$ cat src/rtl/core_wb_arbiter_bridge_pkg.sv
// Shared types and helpers for the core-port to Wishbone bridge.
// Latency: n/a (declarations only).
// Backpressure: n/a.
package core_bus_pkg;

  // Bridge sequencer: grant in IDLE, run the Wishbone cycle in BUS, pulse the response in RESP.
  typedef enum logic [1:0] {
    IDLE = 2'd0,
    BUS  = 2'd1,
    RESP = 2'd2
  } bridge_state_e;

  localparam int ARB_FIXED = 0;  // lowest asserted index wins
  localparam int ARB_RR    = 1;  // rotating priority starting at the pointer

  // Number of byte lanes on a data bus.
  function automatic int sel_width(input int data_width);
    return data_width / 8;
  endfunction

  // Index width that stays at least one bit when there is a single port.
  function automatic int idx_width(input int num_ports);
    return (num_ports > 1) ? $clog2(num_ports) : 1;
  endfunction

endpackage

$ cat src/rtl/core_wb_arbiter_bridge_rr_arbiter.sv
// Request arbiter: fixed priority or round robin over NUM_PORTS requesters.
// Latency: combinational grant; pointer advances on the clock edge of a taken grant.
// Backpressure: grants only while i_grant_en is high; otherwise the pointer holds.
//
// Ports:
//   clk, rst     : clock, synchronous active-high reset (pointer returns to 0)
//   i_req        : per-port request vector
//   i_grant_en   : the owner is ready to accept a grant this cycle
//   o_grant_oh   : one-hot winner (zero when nothing requests)
//   o_grant_idx  : binary index of the winner
module rr_arbiter
  import core_bus_pkg::*;
#(
  parameter int NUM_PORTS = 2,
  parameter int ARB_MODE  = ARB_FIXED
) (
  input  logic                            clk,
  input  logic                            rst,
  input  logic [NUM_PORTS-1:0]            i_req,
  input  logic                            i_grant_en,
  output logic [NUM_PORTS-1:0]            o_grant_oh,
  output logic [idx_width(NUM_PORTS)-1:0] o_grant_idx
);

  localparam int IDX_W = idx_width(NUM_PORTS);

  logic [IDX_W-1:0] r_ptr;
  logic             w_found;
  int               w_cand;

  // Scan from the start position; the first asserted request wins.
  // In fixed mode the start is always 0, which degenerates to lowest-index priority.
  always_comb begin
    o_grant_oh  = '0;
    o_grant_idx = '0;
    w_found     = 1'b0;
    w_cand      = 0;
    for (int k = 0; k < NUM_PORTS; k++) begin
      if (ARB_MODE == ARB_RR) begin
        w_cand = (int'(r_ptr) + k) % NUM_PORTS;
      end else begin
        w_cand = k;
      end
      if (!w_found && i_req[w_cand]) begin
        w_found             = 1'b1;
        o_grant_oh[w_cand]  = 1'b1;
        o_grant_idx         = IDX_W'(w_cand);
      end
    end
  end

  // Pointer moves just past the winner so that port gets lowest priority next time.
  always_ff @(posedge clk) begin
    if (rst) begin
      r_ptr <= '0;
    end else if ((ARB_MODE == ARB_RR) && i_grant_en && w_found) begin
      if (o_grant_idx == IDX_W'(NUM_PORTS - 1)) begin
        r_ptr <= '0;
      end else begin
        r_ptr <= o_grant_idx + IDX_W'(1);
      end
    end
  end

endmodule

$ cat src/rtl/core_wb_arbiter_bridge.sv
// Bridge from N native core memory ports onto one Wishbone classic master with bus timeout.
// Latency: request sampled at T -> ready/cyc at T+1 -> zero-wait ack at T+1 -> rsp_valid at T+3.
// Backpressure: one transaction in flight; other ports hold req_valid_i until their ready pulse.
//
// Ports:
//   clk, rst                  : core clock, synchronous active-high reset
//   req_*_i / req_ready_o     : packed per-port request channel, ready is a one-cycle grant pulse
//   rsp_valid_o/rdata/err     : one-hot response pulse with shared data and error flag
//   wb_*                      : Wishbone classic master (cyc/stb/we/addr/data/sel, ack/err/data in)
module core_wb_arbiter_bridge
  import core_bus_pkg::*;
#(
  parameter int NUM_PORTS      = 2,
  parameter int ADDR_WIDTH     = 32,
  parameter int DATA_WIDTH     = 32,
  parameter int ARB_MODE       = ARB_FIXED,
  parameter int TIMEOUT_CYCLES = 1024
) (
  input  logic                                      clk,
  input  logic                                      rst,
  input  logic [NUM_PORTS-1:0]                      req_valid_i,
  output logic [NUM_PORTS-1:0]                      req_ready_o,
  input  logic [NUM_PORTS-1:0]                      req_we_i,
  input  logic [NUM_PORTS*ADDR_WIDTH-1:0]           req_addr_i,
  input  logic [NUM_PORTS*DATA_WIDTH-1:0]           req_wdata_i,
  input  logic [NUM_PORTS*sel_width(DATA_WIDTH)-1:0] req_be_i,
  output logic [NUM_PORTS-1:0]                      rsp_valid_o,
  output logic [DATA_WIDTH-1:0]                     rsp_rdata_o,
  output logic                                      rsp_err_o,
  output logic                                      wb_cyc_o,
  output logic                                      wb_stb_o,
  output logic                                      wb_we_o,
  output logic [ADDR_WIDTH-1:0]                     wb_addr_o,
  output logic [DATA_WIDTH-1:0]                     wb_data_o,
  output logic [sel_width(DATA_WIDTH)-1:0]          wb_sel_o,
  input  logic [DATA_WIDTH-1:0]                     wb_data_i,
  input  logic                                      wb_ack_i,
  input  logic                                      wb_err_i
);

  localparam int SEL_W = sel_width(DATA_WIDTH);
  localparam int IDX_W = idx_width(NUM_PORTS);
  // Zero timeout keeps a 1-bit counter that is never compared.
  localparam int CNT_W = (TIMEOUT_CYCLES > 0) ? $clog2(TIMEOUT_CYCLES + 1) : 1;
  localparam logic [CNT_W-1:0] CNT_LAST =
    (TIMEOUT_CYCLES > 0) ? CNT_W'(TIMEOUT_CYCLES - 1) : '0;

  bridge_state_e          r_state;
  logic [NUM_PORTS-1:0]   r_owner;
  logic [NUM_PORTS-1:0]   r_req_ready;
  logic [NUM_PORTS-1:0]   r_rsp_valid;
  logic [DATA_WIDTH-1:0]  r_rsp_rdata;
  logic                   r_rsp_err;
  logic                   r_wb_cyc;
  logic                   r_wb_stb;
  logic                   r_wb_we;
  logic [ADDR_WIDTH-1:0]  r_wb_addr;
  logic [DATA_WIDTH-1:0]  r_wb_data;
  logic [SEL_W-1:0]       r_wb_sel;
  logic [CNT_W-1:0]       r_cnt;

  logic                   w_grant_en;
  logic [NUM_PORTS-1:0]   w_grant_oh;
  logic [IDX_W-1:0]       w_grant_idx;
  logic                   w_timeout;
  logic                   w_sel_we;
  logic [ADDR_WIDTH-1:0]  w_sel_addr;
  logic [DATA_WIDTH-1:0]  w_sel_wdata;
  logic [SEL_W-1:0]       w_sel_be;

  assign w_grant_en = (r_state == IDLE);

  rr_arbiter #(
    .NUM_PORTS (NUM_PORTS),
    .ARB_MODE  (ARB_MODE)
  ) u_arb (
    .clk         (clk),
    .rst         (rst),
    .i_req       (req_valid_i),
    .i_grant_en  (w_grant_en),
    .o_grant_oh  (w_grant_oh),
    .o_grant_idx (w_grant_idx)
  );

  // Winner's request fields, selected by index from the packed buses.
  assign w_sel_we    = req_we_i[w_grant_idx];
  assign w_sel_addr  = req_addr_i[w_grant_idx*ADDR_WIDTH +: ADDR_WIDTH];
  assign w_sel_wdata = req_wdata_i[w_grant_idx*DATA_WIDTH +: DATA_WIDTH];
  assign w_sel_be    = req_be_i[w_grant_idx*SEL_W +: SEL_W];

  assign w_timeout = (TIMEOUT_CYCLES > 0) && (r_cnt == CNT_LAST);

  always_ff @(posedge clk) begin
    if (rst) begin
      r_state     <= IDLE;
      r_owner     <= '0;
      r_req_ready <= '0;
      r_rsp_valid <= '0;
      r_rsp_rdata <= '0;
      r_rsp_err   <= 1'b0;
      r_wb_cyc    <= 1'b0;
      r_wb_stb    <= 1'b0;
      r_wb_we     <= 1'b0;
      r_wb_addr   <= '0;
      r_wb_data   <= '0;
      r_wb_sel    <= '0;
      r_cnt       <= '0;
    end else begin
      // Ready and response are single-cycle pulses.
      r_req_ready <= '0;
      r_rsp_valid <= '0;
      case (r_state)
        IDLE: begin
          if (|req_valid_i) begin
            r_req_ready <= w_grant_oh;
            r_owner     <= w_grant_oh;
            r_wb_we     <= w_sel_we;
            r_wb_addr   <= w_sel_addr;
            r_wb_data   <= w_sel_wdata;
            r_wb_sel    <= w_sel_be;
            r_wb_cyc    <= 1'b1;
            r_wb_stb    <= 1'b1;
            r_cnt       <= '0;
            r_state     <= BUS;
          end
        end
        BUS: begin
          // Slave error beats a simultaneous ack; a real ack beats a timeout in the same cycle.
          if (wb_err_i) begin
            r_wb_cyc    <= 1'b0;
            r_wb_stb    <= 1'b0;
            r_rsp_err   <= 1'b1;
            r_rsp_rdata <= '0;
            r_state     <= RESP;
          end else if (wb_ack_i) begin
            r_wb_cyc    <= 1'b0;
            r_wb_stb    <= 1'b0;
            r_rsp_err   <= 1'b0;
            r_rsp_rdata <= r_wb_we ? '0 : wb_data_i;
            r_state     <= RESP;
          end else if (w_timeout) begin
            r_wb_cyc    <= 1'b0;
            r_wb_stb    <= 1'b0;
            r_rsp_err   <= 1'b1;
            r_rsp_rdata <= '0;
            r_state     <= RESP;
          end else if (TIMEOUT_CYCLES > 0) begin
            r_cnt <= r_cnt + CNT_W'(1);
          end
        end
        RESP: begin
          r_rsp_valid <= r_owner;
          r_cnt       <= '0;
          r_state     <= IDLE;
        end
        default: begin
          r_state <= IDLE;
        end
      endcase
    end
  end

  assign req_ready_o = r_req_ready;
  assign rsp_valid_o = r_rsp_valid;
  assign rsp_rdata_o = r_rsp_rdata;
  assign rsp_err_o   = r_rsp_err;
  assign wb_cyc_o    = r_wb_cyc;
  assign wb_stb_o    = r_wb_stb;
  assign wb_we_o     = r_wb_we;
  assign wb_addr_o   = r_wb_addr;
  assign wb_data_o   = r_wb_data;
  assign wb_sel_o    = r_wb_sel;

endmodule

$ cat config.mk
export PLATFORM = sky130hd
export DESIGN_NAME = core_wb_arbiter_bridge
export DESIGN_NICKNAME = d
export VERILOG_FILES = /design/src/rtl/core_wb_arbiter_bridge_pkg.sv /design/src/rtl/core_wb_arbiter_bridge_rr_arbiter.sv /design/src/rtl/core_wb_arbiter_bridge.sv
export SDC_FILE = /design/constraint.sdc
export NUM_CORES = 1
export LEC_CHECK = 0
export CAP_MARGIN = 5
export CORE_UTILIZATION = 42
export CTS_BUF_LIST = sky130_fd_sc_hd__clkbuf_8
export CTS_CLUSTER_DIAMETER = 50
export DETAILED_ROUTE_END_ITERATION = 10
export PLACE_DENSITY = 0.87
export SKIP_LAST_GASP = 1
export SLEW_MARGIN = 20
export SYNTH_ARGS = -nofsm -noshare
export SYNTH_HDL_FRONTEND = slang
export SYNTH_HIERARCHICAL = 1
export SYNTH_SLANG_ARGS = --single-unit
export TNS_END_PERCENT = 1
$ cat constraint.sdc
create_clock -name clk -period 3.22 [get_ports clk]
set_input_delay 0.483 -clock clk [delete_from_list [all_inputs] [get_ports clk]]
set_output_delay 0.483 -clock clk [all_outputs]
set_load 0.005 [all_outputs]
Fig. 1: register map, names as in the netlist
Other sequential cells in the stronger gray, the rest of the logic in the fainter gray.
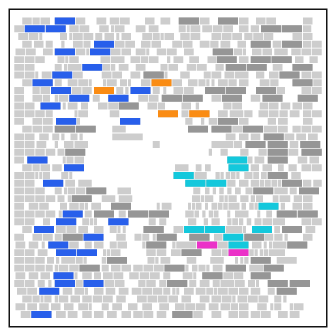
Key: blue = wb_data_o [placed flops 32, where a vertical strip on the left]; cyan = r_cnt [placed flops 11]; orange = wb_sel_o [placed flops 4]; magenta = req_ready_o [placed flops 2]

Fig. 2: clock distribution
Bar = 20 µm.
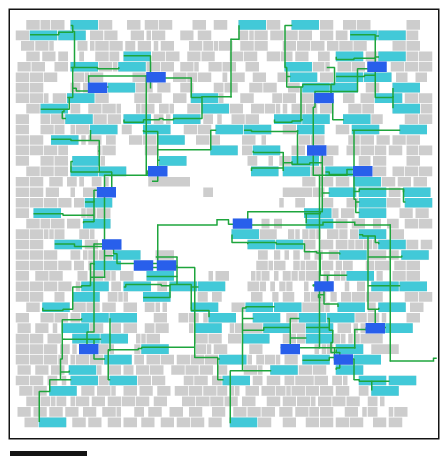
Key: cyan = flip-flops [count 122]; blue = clock-net drivers [count 17]; green = clock wires [length 1,500 µm]
Position of the flops: widely spread.

Fig. 3: clock wiring as the flow saved it
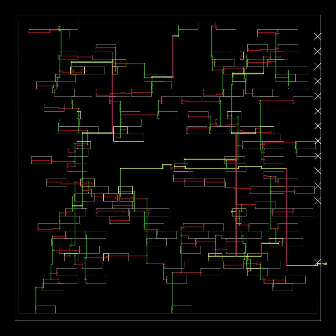
Late-Pin Clk Latency: 0.43 ns
final-layout clock buffer total: 19
total CTS buffers: 17

Fig. 4: ports around the boundary
Pins as bars across the die edge, other pins in gray.
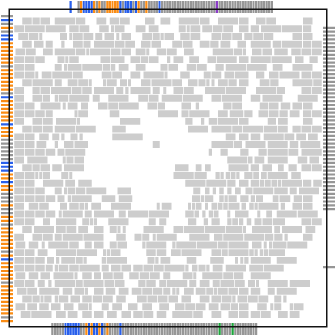
Key: orange = req_wdata_i [pins 64, direction input, edge 50 west, 10 north, 4 south]; blue = wb_data_o [pins 32, direction output, edge 11 north, 11 south, 10 west]; green = req_ready_o [pins 2, direction output, edge south]; purple = wb_we_o [pins 1, direction output, edge north]
die width: 111 µm
die y size: 111 µm
count of input and output buffers: 283

==> impl_metrics.py <==
# Metrics from the implementation run
metrics = {
    "outcome": {
        "outcome": "finished with violations",
        "failed_checks": "DRC",
    },
    "worst_setup_path": {
        "crit_family": "AND-OR/OR-AND gates",
        "cp-startpoint": "r_state[0]$_SDFFE_PP0P_",
        "crit_path_top_delay_cell": "a311o_1",
        "crit_buf_inv": 0,
        "arrival_ns": 2.56,
        "setup.worst_path.start_class": "register",
        "cp.depth": 4,
    },
    "global_route": {
        "grt_util_met1_pct": 24.6,
        "busiest_layer": "met2",
    },
    "yosys": {
        "numSynthFlops": 122,
        "adder_share_pct": 0.249,
        "avgSynthCellArea_um2": 10.0,
        "synth_top_cell_by_area": "dfxtp_1",
        "yosysWarnings": 6,
        "yosysMostFrequentCell": "dfxtp_1",
    },
    "finish": {
        "fillers": 805,
        "final_layout_size_suffix_gt1_share_pct": 5.71,
        "comb_area_share_pct": 28.5,
        "buffers": 291,
        "final_core_util_pct": 71.3,
        "flops": 122,
        "comb_area_um2": 2340,
        "regArea_um2": 2440,
        "final_area_um2": 8210,
        "fin_cells": 913,
    },
    "power_and_ir_drop": {
        "power_frac_comb_pct": 23.0,
        "finalPower_w": 0.00372,
        "p_sw_w": 0.000955,
        "p_leak_nw": 3.10,
    },
    "floorplanning": {
        "tap_cells": 143,
        "core_region_area_um2": 11500,
    },
    "clock_tree": {
        "cts-resized-gates": 0,
        "clock_path_buffers": 2,
    },
    "drt": {
        "drcViolationCount": 26,
        "first_iter_violations": 256,
    },
    "timing": {
        "tightestPinTransition_ns": 0.701,
        "slew_violations": 0,
        "fin_setup_tns_ns": 0,
        "finalClockSkew_ns": 0.0117,
        "hold_ws_ns": 0.455,
        "finalCritPeriodShare_pct": 70.0,
    },
    "place": {
        "dpl_worst_slack_ns": 0.710,
    },
    "flow_run": {
        "warnings": 28,
    },
}
